==> config.mk <==
export PLATFORM = sky130hd
export DESIGN_NAME = keypad_scan
export DESIGN_NICKNAME = d
export VERILOG_FILES = /design/src/rtl/keypad_pkg.sv /design/src/rtl/keypad_entry.sv /design/src/rtl/keypad_scan.sv
export SDC_FILE = /design/constraint.sdc
export NUM_CORES = 1
export LEC_CHECK = 0
export CAP_MARGIN = 20
export CORE_ASPECT_RATIO = 1.1
export CORE_MARGIN = 2
export CORE_UTILIZATION = 55
export CTS_CLUSTER_DIAMETER = 40
export CTS_CLUSTER_SIZE = 20
export DETAILED_ROUTE_END_ITERATION = 8
export PLACE_DENSITY_LB_ADDON = 0.1
export SETUP_SLACK_MARGIN = 0.5
export SYNTH_ARGS = -nofsm -noshare
export SYNTH_HDL_FRONTEND = slang
export SYNTH_SLANG_ARGS = --single-unit
==> constraint.sdc <==
create_clock -name CLK -period 15.6 [get_ports CLK]
set_input_delay 1.56 -clock CLK [delete_from_list [all_inputs] [get_ports CLK]]
set_output_delay 1.56 -clock CLK [all_outputs]
set_load 0.1 [all_outputs]
Fig. 1: M3 wires
Drawn at 3 px/um.
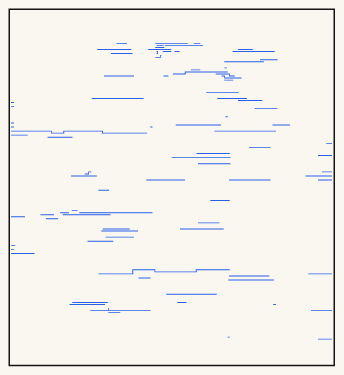
longest straight run	24.1 um
wire length on this layer	714 um
nets with wire on the layer	69
main direction	horizontal
total wire length: 15600 um
Vias: 5816
met3 usage: 0.0392

Fig. 2: register map, names as in the netlist
Drawn at 4 px/um. Other sequential cells in the stronger gray, the rest of the logic in the fainter gray.
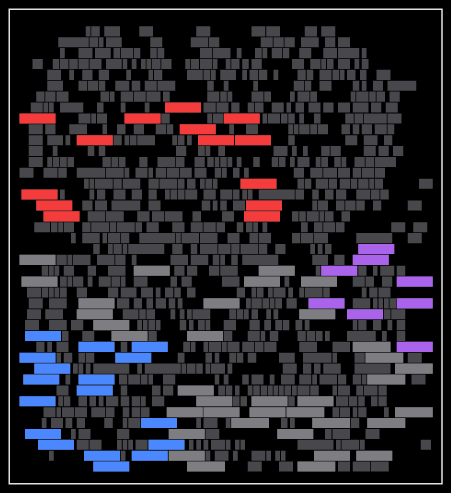
color	netlist name	sequential cells
purple	stab_q	8
red	u_entry.entry_value	14
blue	div_q	17
Seq power: 197 uW
post-layout util: 0.612

Fig. 3: cells colored by class
Drawn at 2 px/um.
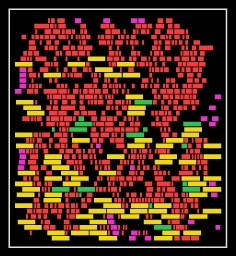
color	class	cells	share of their area
yellow	sequential cells	75	27%
red	combinational and other logic	668	64%
green	clock drivers and dummy loads	16	3.9%
magenta	remaining buffers and delay cells	31	4.4%
FP Rows: 41
core area: 0.0115 mm^2
flop share of the area: 0.267
Final Instance Area: 0.00707 mm^2

==> CHANGELOG.md <==
### Physical design

* Clk pwr share at 0.467
* Min Hold Slack at 354 ps
* WHS Path Cells at 0
* Largest net degree at the start of global routing at 76
* Vias in the first global route at 5411
* Slew @ Worst Pin at 989 ps
* Fmax at 155 MHz
* Yosys cell types at 88
* Largest register FFs at 17
* Cell Pwr Density at 57.3 mW/mm^2
* Ys flops at 75
* Post-Syn Instances at 787
* Simple share at 0.241
* Met3 WL at 713 um
* Post-DP HPWL at 11300 um
* Outcome: finished, final reports clean
* Worst-skew pair later-pin latency at 340 ps
* Initial Utilization at 0.565
* Comb pwr share at 0.046
* Final Skew at 7.15 ps
* R2R Setup Slk at 9160 ps
* Gpl congestion at 0.890
* Top cell area share at 0.245
* Worst slew margin at 0.341
* Via density at 6.19
* Residual DRC count at 0
* Post-synth ARST share at 1.00
* CP required at 15820 ps
* RSZ-0062 raised after global routing: false
* # hold bufs at CTS at 0
* Inserted Clock Buffers at 9
* Net count, final at 831
* Combinational gate power at 18.7 uW
* Max power group: sequential cells
* Sw power at 94.4 uW
* HP Class: reg2reg
* DR iter-0 viols at 396
* Post-CTS sizing at 0
* Setup bufs post-CTS at 0
* Count leader, synth: nand2_1
* Yosys Warn Count at 0
* Setup TNS at 0 ps
* Die H at 118 um
* First-pass DRT Iterations at 5
* Final Setup Violations at 0
* Fraction of layout cells with a size suffix above 1 at 0.0810
* Antenna diode instance count at 0
* Die width at 108 um
* Clock buffer depth at 2
* Commonest cells post-synth: 86 x nand2_1, 64 x dfrtp_1, 54 x nor2_1
* Max Cap Viol at 0
* Internal power at 311 uW
* Min Tclk post-route at 6440 ps
* Wire length per cell at 16.6 um
* R2r worst-path depth at 24
* Period utilization at 0.413
* IO Count at 30
* Clock Tree Root: clkbuf_16
* Hold Fails Final Rpt at 0
* Clock sinks at 75
* Post-synth EDFFs at 0
* Most common reg cell: dfrtp_1
* Chip area in the Yosys report at 0.00652 mm^2
* Switching Share at 0.233
* Crit start category: register
* Antenna violations before repair at 0
* Top logic family: simple AND/OR/NAND/NOR gates
* Fillers at 1040
* Crit Path Category: reg2reg
* Ys cells at 787
* Cell taking the most area after synthesis: dfrtp_1
* Leak at 0.00302 uW
* Worst vdd ir at 0.0617 mV
* Worst-path clk slew at 60 ps
* Final Slew Violations at 0
* H-tree depth at 3
* Sequential area share after synthesis at 0.290
* Adder Share, Synth at 0.0892
* Ao+oa area frac at 0.228
* Input/output buffers at 29
* CP max FO at 10
* Synthesized Nets at 833
* Log Warnings at 34
* WL met2 at 7290 um
* Sequential share of power at 0.487
* WL met1 at 7400 um
* Mux area share at 0.0228
* Synth Area per Inst at 8.29 um^2
* Synthesized cell area at 0.00652 mm^2
* Final ANT Viol Nets at 0
* Biggest area cells: dfrtp_1 25%, ha_1 6.9%, nand2_1 4.9%
* First-pass GRT wire length at 26200 um
## per-stage QoR
stage	utilization	area (um^2)	std cells	setup WS [ps]	power [uW]
floorplan	-	6520	787	9730	212
global placement	0.589	6800	924	9380	219
detailed placement	0.589	6800	924	9190	219
CTS	0.612	7070	940	9160	411
global route	0.612	7070	940	8480	422
finish	0.612	7070	940	9160	405
## per-layer routing
metal | global-route usage | vias up
li1 | - | 2840
met1 | 0.367 | 2800
met2 | 0.387 | 154
met3 | 0.0392 | 22
met4 | 0.0585 | 0
met5 | 0 | -
## placed cells by master (no fill, tap or decap), drive strengths merged, types with 6 or more instances in the layout
master         count
ha                36
nand2             86
clkinv             7
a21o               6
or3                7
nand3             25
clkbuf            10
o211ai            10
nand4             10
a31oi             12
a211oi             9
xor2              18
nor2              54
inv               40
nor4              14
o21bai             8
nor3              15
xnor2             33
o22ai              9
mux2               7
o21ai             52
clkdlybuf4s50     28
and2              25
a22oi              6
mux2i              7
a21oi             42
o21a               6
nand2b            15
dfstp             11
dfrtp             64
nor2b             12
## critical path, cell delays in order (launching register included)
cell and delay (ps):
dfstp_2 570, inv_1 70, fa_1 480, ha_1 200, ha_1 200, nor3_1 240
and3_1 290, mux2i_1 380, xnor2_1 130, nor4_1 370, nand2_1 190, nor4_2 780
mux2_2 320, ha_1 160, inv_1 60, fa_1 400, nor2b_1 120, o21ai_0 120
or3b_2 510, inv_1 70, nand3_1 120, nor2_1 180, nand3_1 110, xnor2_1 170
o21ai_0 90
## final cells by class
cell class | count | area (um^2) | area share
clock inverter | 6 | 42.5 | 0.00602
sequential | 75 | 1890 | 0.267
tap | 150 | 188 | 0.0265
multi-input combinational | 625 | 4260 | 0.602
clock buffer | 10 | 229 | 0.0324
inverter | 43 | 161 | 0.0228
timing repair buffer | 31 | 303 | 0.0428
Power and IR drop assume default switching activity.
